### src/rtl/conv_seq_cu.sv
`default_nettype none
// ============================================================================
// Module   : conv_seq_cu
// Brief    : Multi-layer convolution sequencer (MEM/PE phases, watchdog, ERR)
// Revision : 1.0
// ============================================================================
module conv_seq_cu #(
    parameter int MAX_LAYERS  = 4,
    parameter int LW          = $clog2(MAX_LAYERS + 1),
    parameter int TIMEOUT_CYC = 1024,
    parameter int TW          = $clog2(TIMEOUT_CYC + 1)
) (
    input  logic                  clk,
    input  logic                  rst_n,
    input  logic                  start,
    input  logic [LW-1:0]         num_layers,
    input  logic [MAX_LAYERS-1:0] skip_mem_mask,
    input  logic                  done_mem,
    input  logic                  done_pe,
    output logic                  start_mem,
    output logic                  start_pe,
    output logic [LW-1:0]         layer_idx,
    output logic                  busy,
    output logic                  done,
    output logic                  timeout
);

    // A zero-cycle timeout gives TW=0; keep a 1-bit counter so widths stay legal.
    localparam int                     c_cnt_w      = (TW < 1) ? 1 : TW;
    localparam logic [c_cnt_w-1:0]     c_wd_limit   = c_cnt_w'(TIMEOUT_CYC - 1);
    localparam bit                     c_wd_en      = (TIMEOUT_CYC > 0);
    localparam logic [LW-1:0]          c_max_layers = LW'(MAX_LAYERS);
    localparam logic [MAX_LAYERS-1:0]  c_mask_one   = MAX_LAYERS'(1);

    typedef enum logic [2:0] {
        ST_IDLE = 3'd0,
        ST_ARM  = 3'd1,
        ST_SEL  = 3'd2,
        ST_MEM  = 3'd3,
        ST_PE   = 3'd4,
        ST_NEXT = 3'd5,
        ST_DONE = 3'd6,
        ST_ERR  = 3'd7
    } state_t;

    state_t                  r_state;
    state_t                  w_state_next;
    logic [LW-1:0]           r_count;
    logic [MAX_LAYERS-1:0]   r_mask;
    logic [LW-1:0]           r_layer_idx;
    logic [c_cnt_w-1:0]      r_wd_cnt;

    logic [LW-1:0]           w_count_clamped;
    logic                    w_skip;
    logic                    w_last;
    logic                    w_wd_hit;

    assign w_count_clamped = (num_layers > c_max_layers) ? c_max_layers : num_layers;
    assign w_skip          = |(r_mask & (c_mask_one << r_layer_idx));
    assign w_last          = (r_layer_idx == (r_count - LW'(1)));
    assign w_wd_hit        = c_wd_en && (r_wd_cnt == c_wd_limit);

    // Phase done is checked before the watchdog so a same-cycle done wins.
    always_comb begin
        w_state_next = r_state;
        case (r_state)
            ST_IDLE: if (start) w_state_next = ST_ARM;
            ST_ARM:  if (!start) w_state_next = (r_count == '0) ? ST_DONE : ST_SEL;
            ST_SEL:  w_state_next = w_skip ? ST_PE : ST_MEM;
            ST_MEM: begin
                if (done_mem)      w_state_next = ST_PE;
                else if (w_wd_hit) w_state_next = ST_ERR;
            end
            ST_PE: begin
                if (done_pe)       w_state_next = ST_NEXT;
                else if (w_wd_hit) w_state_next = ST_ERR;
            end
            ST_NEXT: w_state_next = w_last ? ST_DONE : ST_SEL;
            ST_DONE: w_state_next = ST_IDLE;
            ST_ERR:  if (start) w_state_next = ST_ARM;
            default: w_state_next = ST_IDLE;
        endcase
    end

    always_ff @(posedge clk or negedge rst_n) begin
        if (!rst_n) begin
            r_state     <= ST_IDLE;
            r_count     <= '0;
            r_mask      <= '0;
            r_layer_idx <= '0;
            r_wd_cnt    <= '0;
        end else begin
            r_state <= w_state_next;

            if ((w_state_next == ST_ARM) && (r_state != ST_ARM)) begin
                r_count <= w_count_clamped;
                r_mask  <= skip_mem_mask;
            end

            if ((r_state == ST_ARM) && (w_state_next == ST_SEL)) begin
                r_layer_idx <= '0;
            end else if ((r_state == ST_NEXT) && (w_state_next == ST_SEL)) begin
                r_layer_idx <= r_layer_idx + LW'(1);
            end

            // Any state change restarts the watchdog, so each phase starts at 0.
            if (w_state_next != r_state) begin
                r_wd_cnt <= '0;
            end else if (c_wd_en && ((r_state == ST_MEM) || (r_state == ST_PE))) begin
                r_wd_cnt <= r_wd_cnt + c_cnt_w'(1);
            end
        end
    end

    assign start_mem = (r_state == ST_MEM);
    assign start_pe  = (r_state == ST_PE);
    assign layer_idx = r_layer_idx;
    assign busy      = (r_state != ST_IDLE) && (r_state != ST_DONE) && (r_state != ST_ERR);
    assign done      = (r_state == ST_DONE);
    assign timeout   = (r_state == ST_ERR);

endmodule
`default_nettype wire

### config.mk
export PLATFORM = sky130hd
export DESIGN_NAME = conv_seq_cu
export DESIGN_NICKNAME = d
export VERILOG_FILES = /design/src/rtl/conv_seq_cu.sv
export SDC_FILE = /design/constraint.sdc
export NUM_CORES = 1
export LEC_CHECK = 0
export ABC_AREA = 1
export CAP_MARGIN = 20
export CORE_MARGIN = 3
export CORE_UTILIZATION = 40
export DETAILED_ROUTE_END_ITERATION = 16
export GPL_TIMING_DRIVEN = 1
export PLACE_DENSITY = 0.73
export SYNTH_ARGS = -nofsm -noshare
export SYNTH_HDL_FRONTEND = slang
export SYNTH_SLANG_ARGS = --single-unit
### constraint.sdc
create_clock -name clk -period 1.7 [get_ports clk]
set_input_delay 0.255 -clock clk [delete_from_list [all_inputs] [get_ports clk]]
set_output_delay 0.255 -clock clk [all_outputs]
set_load 0.01 [all_outputs]
==> run_1/sizing.png <==
Bar = 20 um.
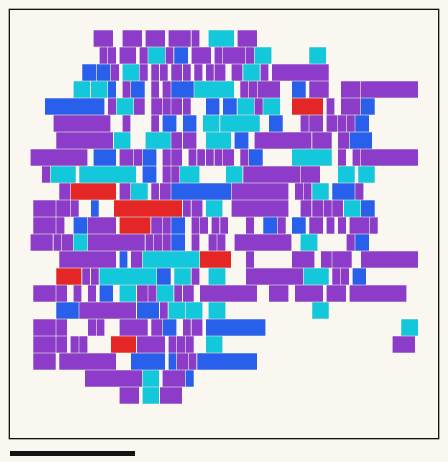
| size | color | cells |
|---|---|---|
| x3 and x4 | cyan | 45 |
| x2 | blue | 43 |
| x1 and smaller | purple | 177 |
| x6 and larger | red | 7 |

==> run_1/clock_wires.png <==
Bar = 20 um.
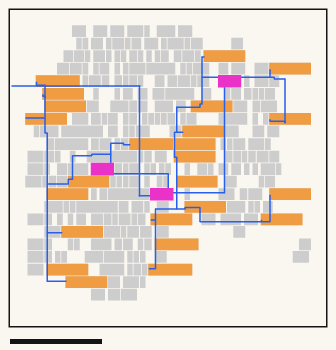
[clock wires] blue | length: 326 um
[clock-net drivers] magenta | count: 3
[flip-flops] orange | count: 24
routed clock nets: 4

==> run_1/ff_map.png <==
Bar = 20 um. Other sequential cells in the stronger gray, the rest of the logic in the fainter gray.
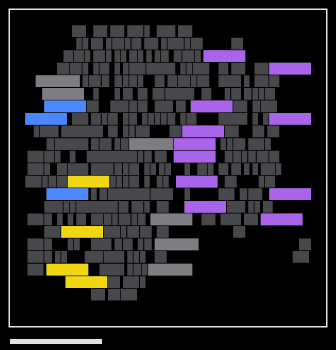
| netlist name | color | placed flops |
|---|---|---|
| r_mask | yellow | 4 |
| r_count | blue | 3 |
| r_wd_cnt | purple | 11 |

==> run 1: timing repair <==
item,CTS,global route
hold buffers,0,0
setup buffers,4,2
gates resized,27,27
pin swaps,10,7
gates cloned,2,0
endpoints found under the hold margin,0,0
endpoints found under the setup margin,27,23
==> run 1: cells by family after synthesis <==
| logic type | count (synthesis) |
|---|---|
| and+or+nand+nor | 131 |
| adders and majority gates | 8 |
| DFF | 24 |
| xor gates and xnor gates | 9 |
| muxes | 1 |
| buffers and inverters | 30 |
| AOI/OAI and AO/OA | 11 |
==> run 1: stage by stage <==
stage	TNS, ns	instance area (um^2)	util [%]
floorplan	0	1578	-
global placement	-1.834	2023	54.44
detailed placement	-2.359	2023	54.44
CTS	-1.690	2215	59.60
global route	-4.474	2322	62.49
finish	-1.791	2322	62.49
==> run 1: synth_stat cells <==
| cell type | instances | area (um^2) |
|---|---|---|
| o21ai_0 | 6 | 30.03 |
| xor2_1 | 7 | 61.31 |
| nand3_2 | 3 | 30.03 |
| o21ai_1 | 2 | 10.01 |
| nand2_1 | 57 | 214.0 |
| nor3_1 | 3 | 15.01 |
| nor3_2 | 1 | 10.01 |
| dfrtp_1 | 24 | 600.6 |
| xnor2_1 | 2 | 17.52 |
| nor2_1 | 34 | 127.6 |
| buf_6 | 2 | 22.52 |
| a21oi_1 | 2 | 10.01 |
| nand2_2 | 3 | 18.77 |
| nand4_1 | 5 | 31.28 |
| a21boi_0 | 1 | 7.510 |
| nand3_1 | 21 | 105.1 |
| and2_1 | 1 | 6.260 |
| ha_1 | 8 | 100.1 |
| nor2_2 | 1 | 6.260 |
| nor2_4 | 2 | 22.52 |
| inv_2 | 2 | 7.510 |
| mux2i_1 | 1 | 10.01 |
| inv_1 | 26 | 97.59 |
==> run 1: critical path, delay by kind of cell (launching register included) <==
kind,cells,cell delay (ns)
compound gates,1,0.06
fa+ha+maj,2,0.33
flops,1,0.47
simple gates,9,0.84
==> run 1: layout by cell type (no fill, tap or decap), types with 6 or more instances in the layout <==
cell type,n
nor2_1,20
dfrtp_1,20
nand3_1,17
nand2_2,13
xor2_1,7
buf_4,32
dlygate4sd2_1,6
nor2_2,14
inv_1,22
clkdlybuf4s50_1,13
nand2_1,46
==> run 1: layout make-up <==
type | count | share of cell area (%)
multi-input combinational | 162 | 43.59
clock inverter | 1 | 1.293
sequential | 24 | 26.08
inverter | 28 | 4.634
tap | 48 | 2.586
timing repair buffer | 54 | 20.04
clock buffer | 3 | 1.778
==> run 1: routing by layer <==
| metal | up-vias | track usage [%] | part of all wire, % |
|---|---|---|---|
| met5 | - | 0 | 0 |
| met4 | 0 | 5.707 | 1.6 |
| met3 | 6 | 3.941 | 4.0 |
| met2 | 36 | 32.42 | 53 |
| met1 | 759 | 21.54 | 41 |
| li1 | 792 | - | - |
==> run 1: path summary, 6_finish.rpt <==
kind	from	to	slack [ns]	cells past startpoint
worst min-delay path	rst_n	r_wd_cnt[2]	0.33	2
worst min register to register	r_mask[1]	r_mask[1]	0.48	2
worst max register to register	layer_idx[0]	r_count[2]	-0.12	12
worst max-delay path	layer_idx[0]	r_count[2]	-0.12	12
min in group clk	r_mask[1]	r_mask[1]	0.48	2
max in group asynchronous	rst_n	r_state[0]	1.09	2
==> qor.txt, run 1 <==
Chip area - 4690 um^2
Setup ws final - -0.1245 ns
DR WL/cell - 12.32 um
CP peak stage delay - 0.47 ns
Height of the die - 68.48 um
Vias per Instance - 4.978
Comb power frac - 66.0%
Failing checks - setup timing
Residual DRC - 0
First-pass GRT wire length - 6.396 mm
Largest registers - r_wd_cnt (11), r_mask (4)
Clk sinks - 24
GR Util All Layers - 18.22%
PD cells - 1791 nW/um^2
Slew Limit Fails - 0
Gate Area - 1012 um^2
Max Cap Violations - 0
Rel. slew slack - 78.77%
Post-layout minimum cycle time - 1.825 ns
Slew at the pin closest to its max-slew limit - 0.3185 ns
Kind of critical path - register to register
Worst Setup End Kind - register
Worst skew pair latency - 0.28 ns
Adder share - 6.410%
Hold slack final - 0.3269 ns
Core box area - 3716 um^2
RSZ-0062 raised after global routing - true
Clock network power share - 12.1%
Clock slew seen by the registers of the worst setup and hold paths - 0.09 ns
Avg Synthesized Cell Area - 7.297 um^2
Hold Fails Final Rpt - 0
Rows - 22
Number of buffers created by CTS - 3
Outcome - complete, but fails checks
Synth Seq Share - 38.46%
GPL Wtd Cong - 0.9236
Flop area - 605.6 um^2
Multiplexer share - 0.6410%
CTS tree - yes
Combinational cell power - 2.75 mW
Synthesized netlist cell count - 214
Critical path arrival - 1.99 ns
Final-report setup violation count - 21
H-tree Lvls - 1
Slowest-stage cell, CP - dfrtp_2
--- run 2 (diff from run 1) ---
CORE_MARGIN = 10   (was 3)
==> run 2 against run 1 <==
Net effect: the run still ends with setup timing left; highest routed layer unchanged; die size grew 45%; setup slack lost 0.057 ns; clock-buffer cell count is the same; clock skew grew 0.0030 ns; largest cell class unchanged; via count shrank 2.0%; critical endpoint is now layer_idx[2]; first-iteration DRC count grew 20%; global-route usage shrank 5.8 points; final area shrank 0.86%; critical path type unchanged.
==> qor.txt, run 2 <==
R2R Setup Slk - -0.18 ns (-0.06 ns)
Cell area leaders - dfrtp_1 (38%), nand2_1 (14%), nor2_1 (8.2%), nand3_1 (6.7%), ha_1 (6.4%)
FF-to-FF End - layer_idx[2]
Flip-flops with a built-in enable - 0 (unchanged)
Post-synth top area share - 38.46% (unchanged)
Clock slew seen by the registers of the worst setup and hold paths - 0.09 ns (about the same)
Vias per Instance - 4.878 (-2.0%)
Max Cap Violations - 0 (unchanged)
Post-synth ARST share - 100.0% (unchanged)
Final-report setup violation count - 21 (unchanged)
Crit Reg-Reg Startpoint - layer_idx[1]
Rows - 22 (unchanged)
Synth Seq Share - 38.46% (unchanged)
Chip area - 6803 um^2 (+45%)
Slew Limit Fails - 0 (unchanged)
Rel. slew slack - 71.11% (-7.7 points)
Slew at the pin closest to its max-slew limit - 0.4288 ns (+0.1103 ns)
Avg Synthesized Cell Area - 7.297 um^2 (unchanged)
Top_reg_cell synth - dfrtp_1
Failing checks - setup timing
Kind of critical path - register to register
DR WL/cell - 12.92 um (+4.9%)
Top cells by count - nand2_1 (57), nor2_1 (34), inv_1 (26)
PD cells - 1799 nW/um^2 (+0.47%)
Synthesized netlist cell count - 214 (unchanged)
Wire length on met2 - 2.149 mm (+2.7%)
Area leader, netlist - dfrtp_1
GR Util All Layers - 12.43% (-5.8 points)
Outcome - complete, but fails checks
RSZ-0062 raised after global routing - true
CTS Hold Bufs - 0 (unchanged)
Worst Setup End Kind - register
1st-iter DRT viols - 109
Residual DRC - 0 (unchanged)
H-tree Lvls - 1 (unchanged)
Setup TNS - -2.801 ns (-1.010 ns)
CTS tree - yes
Count leader, synth - nand2_1
DR top layer - met4
Largest registers - r_wd_cnt (11), r_mask (4)
Hold Fails Final Rpt - 0 (unchanged)
Hold slack final - 0.3281 ns (+0.001140 ns)
First-pass GRT wire length - 6.789 mm (+6.1%)
Height of the die - 82.48 um (+20%)
Top cells excl fill/tap - nand2_1 (47), buf_4 (33), nor2_1 (23), inv_1 (21), dfrtp_1 (20)
Setup ws final - -0.1811 ns (-0.05656 ns)
M1 WL - 1.739 mm (+6.9%)
==> run 2: cell counts after synthesis <==
Identical to the previous run, type by type.
==> run 2: how the worst max path moves through the flow <==
stage                   endpoint    startpoint  depth (start not counted)  slack (ns)
finish              layer_idx[2]  layer_idx[1]                         12       -0.18
global route        layer_idx[2]    r_state[0]                         10       -0.29
CTS                 layer_idx[2]  layer_idx[1]                         12       -0.14
detailed placement  layer_idx[2]  layer_idx[0]                         11       -0.18
global placement    layer_idx[0]  layer_idx[1]                         11       -0.13
floorplan             r_count[0]  layer_idx[0]                         12       0.004
==> run 2: logic make-up after synthesis <==
logic type / count (synthesis) / synth area share [%]
flops: 24 / 38.46
compound gates: 11 / 3.686
fa+ha+maj: 8 / 6.411
buf+inv: 30 / 8.173
xor+xnor: 9 / 5.048
mux: 1 / 0.6411
simple gates: 131 / 37.58
==> run 2: through the flow <==
stage / cell area, um^2 / power [mW] / setup WS [ns] / utilization [%]
floorplan: 1578 / 2.166 / 0.004239 / -
global placement: 2028 / 2.971 / -0.1277 / 54.58
detailed placement: 2028 / 3.031 / -0.1806 / 54.58
CTS: 2171 / 3.831 / -0.1426 / 58.42
global route: 2302 / 4.468 / -0.2940 / 61.95
finish: 2302 / 4.143 / -0.1811 / 61.95
==> run 2: where the power goes <==
| group | total, mW | internal, mW | leakage [nW] | switching [mW] |
|---|---|---|---|---|
| clock network | 0.507 | 0.315 | 0.0357 | 0.192 |
| logic | 2.72 | 1.21 | 0.788 | 1.51 |
| registers | 0.916 | 0.738 | 0.312 | 0.178 |
==> run 2: timing repair <==
item	4_1_cts	5_1_grt
pin swaps	2	19
endpoints found under the setup margin	27	23
resized	20	31
setup buffers	4	3
gates cloned	1	1
==> run 2: final cells by class <==
class,count,area (um^2),area share (%)
Timing Repair Buffer,54,462.9,20.11
Multi-Input combinational cell,162,994.7,43.21
Tap cell,48,60.06,2.609
Sequential cell,24,605.6,26.30
Clock buffer,3,41.29,1.793
Clock inverter,1,30.03,1.304
Inverter,28,107.6,4.674
==> run 2: worst max-delay path, cell delays in order, from the launching register on <==
cell and delay, ns:
dfrtp_2 0.46, ha_4 0.19, ha_4 0.15, nand2_2 0.05, nand2_2 0.06, nor2_2 0.12
nand2_2 0.09, and2_4 0.16, nand3_1 0.11, nand2_2 0.08, nor2_4 0.16, nand2_1 0.10
o21ai_0 0.08
==> run 2: routing by layer <==
metal / GRT usage (%) / up-vias
li1: - / 791
met1: 15.63 / 728
met2: 21.15 / 35
met3: 2.268 / 7
met4: 3.571 / 0
met5: 0 / -
==> run_2/clock_wires.png <==
Bar = 20 um.
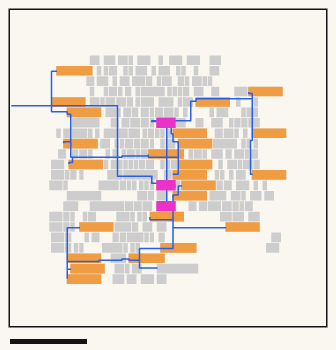
[clock-net drivers] magenta | count: 3
[clock wires] blue | length: 317 um
[flip-flops] orange | count: 24
routed clock nets: 4

==> run_2/clock_nets.png <==
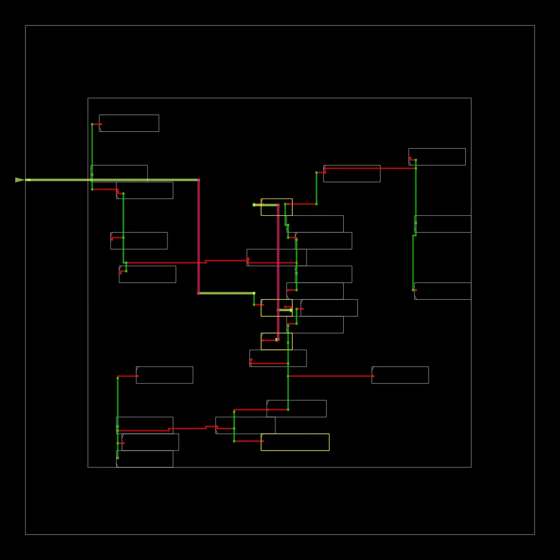
worst skew pair latency: 0.28 ns
Seq cells: 24
number of buffers created by CTS: 3
clk sinks: 24

Power figures rest on the tool's default switching activity, not on a simulated workload.
